### config.mk
export PLATFORM = sky130hd
export DESIGN_NAME = rr_arbiter8
export DESIGN_NICKNAME = d
export VERILOG_FILES = /design/src/rtl/rr_arbiter8.sv
export SDC_FILE = /design/constraint.sdc
export NUM_CORES = 1
export LEC_CHECK = 0
export ABC_CLOCK_PERIOD_IN_PS = 4000
export CORE_ASPECT_RATIO = 0.8
export CORE_MARGIN = 5
export CORE_UTILIZATION = 50
export CTS_CLUSTER_SIZE = 14
export DETAILED_ROUTE_END_ITERATION = 10
export PLACE_DENSITY = 0.73
export SYNTH_ARGS = -nofsm -noshare
export SYNTH_HDL_FRONTEND = slang
export SYNTH_SLANG_ARGS = --single-unit
### constraint.sdc
create_clock -name clk -period 4 [get_ports clk]
set_input_delay 0.8 -clock clk [delete_from_list [all_inputs] [get_ports clk]]
set_output_delay 0.8 -clock clk [all_outputs]
set_load 0.03 [all_outputs]
### src/rtl/rr_arbiter8.sv
// rr_arbiter8 -- 8-way round-robin arbiter (IDLE/GRANT FSM, registered one-hot grant).
// Optional hold-time limit: define RR_ARBITER8_TIMEOUT_EN. Revision 1.0
`default_nettype none

module rr_arbiter8 #(
  parameter int HOLD_MAX = 15
) (
  input  logic       clk,
  input  logic       rst_n,
  input  logic [7:0] req,
  input  logic       done,
  output logic [7:0] gnt,
  output logic [2:0] gnt_idx,
  output logic       gnt_valid
);

  typedef enum logic {
    IDLE  = 1'b0,
    GRANT = 1'b1
  } state_t;

  if (HOLD_MAX < 2 || HOLD_MAX > 255) begin : g_bad_hold_max
    $error("rr_arbiter8: HOLD_MAX must be within 2..255");
  end

  state_t     state, state_nxt;
  logic [2:0] ptr, ptr_nxt;
  logic [2:0] idx_nxt;
  logic [7:0] gnt_nxt;
  logic       valid_nxt;
  logic [2:0] pick;
  logic       found;
  logic       timeout;
  logic       release_gnt;

  // Scan from the highest offset down so the lowest offset from ptr wins.
  always_comb begin
    logic [2:0] cand;
    cand  = ptr;
    pick  = ptr;
    found = 1'b0;
    for (int k = 7; k >= 0; k--) begin
      cand = ptr + 3'(k);
      if (req[cand]) begin
        pick  = cand;
        found = 1'b1;
      end
    end
  end

`ifdef RR_ARBITER8_TIMEOUT_EN
  localparam logic [7:0] HOLD_LIM = 8'(HOLD_MAX - 1);
  logic [7:0] hold_cnt;

  // Only preempt the owner when someone else is actually waiting.
  assign timeout = (hold_cnt == HOLD_LIM) && ((req & ~gnt) != 8'h00);

  always_ff @(posedge clk or negedge rst_n) begin
    if (!rst_n) begin
      hold_cnt <= 8'd0;
    end else if (state == IDLE) begin
      hold_cnt <= 8'd0;
    end else if (hold_cnt != HOLD_LIM) begin
      hold_cnt <= hold_cnt + 8'd1;
    end
  end
`else
  assign timeout = 1'b0;
`endif

  assign release_gnt = done | ~req[gnt_idx] | timeout;

  always_comb begin
    state_nxt = state;
    ptr_nxt   = ptr;
    idx_nxt   = gnt_idx;
    gnt_nxt   = gnt;
    valid_nxt = gnt_valid;
    case (state)
      IDLE: begin
        if (found) begin
          idx_nxt   = pick;
          gnt_nxt   = 8'd1 << pick;
          valid_nxt = 1'b1;
          state_nxt = GRANT;
        end else begin
          gnt_nxt   = 8'h00;
          valid_nxt = 1'b0;
        end
      end
      GRANT: begin
        if (release_gnt) begin
          gnt_nxt   = 8'h00;
          valid_nxt = 1'b0;
          ptr_nxt   = gnt_idx + 3'd1;
          state_nxt = IDLE;
        end
      end
      default: begin
        gnt_nxt   = 8'h00;
        valid_nxt = 1'b0;
        state_nxt = IDLE;
      end
    endcase
  end

  always_ff @(posedge clk or negedge rst_n) begin
    if (!rst_n) begin
      state     <= IDLE;
      ptr       <= 3'd0;
      gnt_idx   <= 3'd0;
      gnt       <= 8'h00;
      gnt_valid <= 1'b0;
    end else begin
      state     <= state_nxt;
      ptr       <= ptr_nxt;
      gnt_idx   <= idx_nxt;
      gnt       <= gnt_nxt;
      gnt_valid <= valid_nxt;
    end
  end

endmodule

`default_nettype wire

==> impl_metrics.yaml <==
# physical design summary
grt:
  grt_use_total: 0.192
  grt_pass1_vias: 1543
  gr-total-overflow: 0
  grt_max_degree: 22
  grt_pass1_wl_mm: 7.73
  grt_antenna_before_repair: 0
synth:
  ys_seq_frac: 0.228
  synthAoiAreaFrac: 0.215
  netlist_area_sq_um: 1760
  synthFlopType: "dfrtp_1"
  ys_cells: 184
  adder_share: 0.0213
  xor_share: 0.0292
  edf_count: 0
  fp_nets: 198
  ys_warn_count: 0
  mux_share: 0.268
  syn_area_per_cell_sq_um: 9.56
  synth-seq-cells: 16
  async_reset_ff_frac: 1.00
  synth_chip_area_sq_um: 1760
  ys_top_logic_family: "multiplexers"
  ys_sh_simple: 0.186
  syn_inst: 184
setup_path:
  endpoint_kind: "flop"
  critPathTopFamily: "simple AND/OR/NAND/NOR gates"
  slowest_delay_ps: 630
  cp_slowest_cell: "ha_1"
  worstSetupStartpointType: "flop"
  path_buffers: 1
  crit_arrival_ps: 3460
  crit_chain: "inv_1, ha_1, mux2_2, nor3b_1, a211oi_1, or3_1, a311o_1, and3_4, mux2_4"
  path_max_fanout: 14
  crit_type: "flop to flop"
cts:
  cts_root_buffer: "clkbuf_8"
  clock_path_buffers: 2
  cts_post_setup_buffers_inserted: 0
  worstSkewPairLatency_ps: 250
  post_cts_resized: 0
  htreeDepth: 1
  clock-sinks: 16
  cts_made_buffers: 3
  postCtsHoldBufs: 0
  cts_tree: "done"
final_timing:
  finClkSkew_ps: 1.14
  finalMaxSlewViolations: 0
  fin_crit_ps: 3320
  rsz0062_at_grt: "false"
  finalHoldViolations: 0
  tightest_slew_ps: 695
  setup_viol: 0
  fin_crit_sh: 0.831
  fmax_mhz: 301
  finalSetupTns_ps: 0
  hold_slack_ps: 478
  slew_headroom: 0.535
routing:
  maxUsedRoutingLayer: "met4"
  routed-wl-met2_mm: 2.17
  routed_wl_mm: 4.58
  wl_met1_mm: 2.05
  drtPass1Iterations: 5
  vias_per_cell: 6.54
  first_iter_violations: 231
  ant_nets: 0
  dr_total_vias: 1608
  remaining_drc_errors: 0
  wl_met3_microns: 336
  wl_per_cell_microns: 18.6
final_layout:
  fillers: 294
  fin_nets: 219
  register_area_sq_um: 400
  final_cell_mix: "nand2_1, clkdlybuf4s50_1, dfrtp_1"
  num_antenna_cells: 0
  drive_gt1_frac: 0.191
  logic_area_sq_um: 1260
  syn2layout_area_growth_pct: 16.5
  layout_top_cell: "nand2_1"
die:
  die.size.y_microns: 63.1
  rows: 19
  ioPinCount: 23
  fp_util: 0.514
  die_w_microns: 76.3
  die_area_sq_um: 4810
  core_sq_um: 3420
run:
  log.warning_count: 27
  maxCapViolCount: 0
placed_design:
  gp_congestion: 0.983
  hpwl_mm: 3.50
hold_path:
  hp-class: "flop to flop"
run_status:
  status: "finished, final reports clean"
## Yosys cell counts, types with 4 or more instances
| library cell | n | area, sq um |
|---|---|---|
| o31ai_1 | 8 | 60.1 |
| nor2_1 | 10 | 37.5 |
| nor3_1 | 4 | 20.0 |
| mux4_2 | 9 | 203 |
| dfrtp_1 | 16 | 400 |
| mux2_2 | 9 | 101 |
| inv_1 | 7 | 26.3 |
| o21ai_0 | 6 | 30.0 |
| nand2_1 | 31 | 116 |
| mux2i_1 | 7 | 70.1 |
| nand2b_1 | 4 | 25.0 |
| a21oi_1 | 6 | 30.0 |
## state kept, by name, indices dropped and copies added, names as in the netlist
| name | flops |
|---|---|
| state | 1 |
| gnt_valid | 1 |
| gnt | 8 |
| gnt_idx | 3 |
| ptr | 3 |
## worst reg2reg max path, cell delays in order, from the launching register on
cell      delay (ps)
dfrtp_1          360
inv_1             90
ha_1             630
mux2_2           420
nor3b_1          410
a211oi_1         150
or3_1            370
a311o_1          340
and3_4           200
mux2_4           250
## layer usage
| metal | track usage | up-vias |
|---|---|---|
| met1 | 0.289 | 781 |
| met5 | 0 | - |
| met4 | 0.0262 | 0 |
| met2 | 0.299 | 78 |
| met3 | 0.0299 | 4 |
| li1 | - | 745 |
## logic make-up after synthesis
family,after synthesis
simple gates,67
compound gates,46
mux,30
buf+inv,17
flops,16
xor+xnor,5
fa+ha+maj,3
## final cells by class
class / count / share of cell area
inverters: 7 / 0.0128
multi-input cells: 151 / 0.617
clock buffers: 4 / 0.0269
repair buffers: 26 / 0.122
well taps: 42 / 0.0256
flip-flops and latches: 16 / 0.195
## path summary, 6_finish.rpt
check	from	to	slack, ps	cells after the start
min in group asynchronous	rst_n	gnt[0]	970	1
max in group asynchronous	rst_n	ptr[2]	2590	1
hold / removal	gnt[6]	gnt[6]	480	2
setup / recovery	ptr[0]	gnt_idx[1]	680	9
hold reg to reg	gnt[6]	gnt[6]	480	2
setup reg to reg	ptr[0]	gnt_idx[1]	680	9
## per-stage QoR
step           instances  setup slack [ps]  instance area (sq um)  utilization
6_report             246               676                   2050        0.599
5_1_grt              246               480                   2050        0.599
4_1_cts              246               707                   2050        0.599
3_5_place_dp         242               500                   1990        0.583
3_3_place_gp         242               570                   1990        0.583
2_1_floorplan        184               768                   1760            -
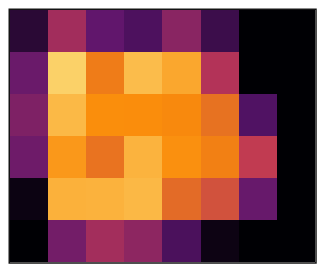
*Placement density heat map*
(4 px per micron) The die is cut into 8 by 6 equal tiles; black is low, pale yellow is high, 0 to 100% covered.
emptiest ninth of the die = north-east
densest ninth of the die = center
nearly empty tiles = 21%
mean over tiles = 42%
tiles over 75% full = 25%

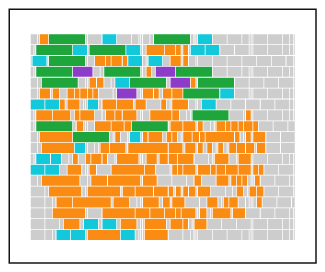
*Cells colored by class*
(4 px per micron) Fill, decap, tap and diode cells in gray.
combinational and other logic -> orange  # cells 158, share of their area 65%
sequential cells -> green  # cells 16, share of their area 20%
remaining buffers and delay cells -> cyan  # cells 26, share of their area 13%
clock drivers and dummy loads -> purple  # cells 4, share of their area 2.8%

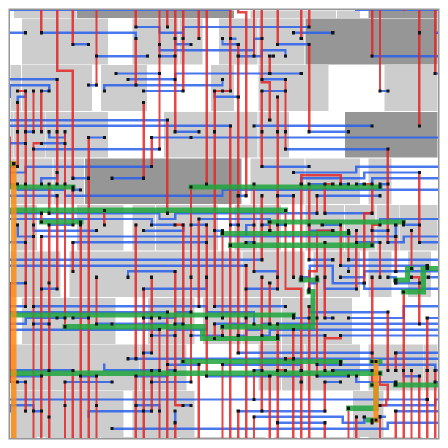
*Zoomed window*
Region (26, 19) to (51, 44) microns. Cells in gray, sequential cells in the stronger gray; small squares are vias.
metal 4 -> orange
metal 2 -> red
metal 1 -> blue
metal 3 -> green
netlist names of flops here include = gnt (2), gnt_idx (1)
sequential cells in the window = 3
most frequent = nor2_1 (8), nand2_1 (5)
cells with their middle in the window = 52

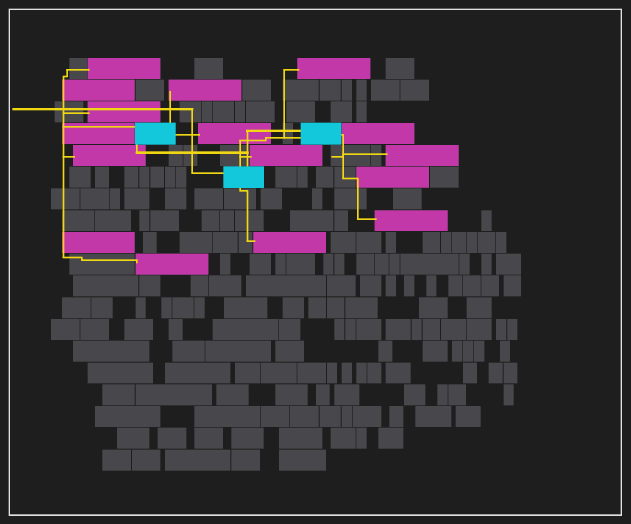
*Clock wires, drivers and flops*
(8 px per micron)
clock drivers -> cyan  # count 3
flip-flops -> magenta  # count 16
clock wires -> yellow  # length 189 microns
routed clock nets = 4

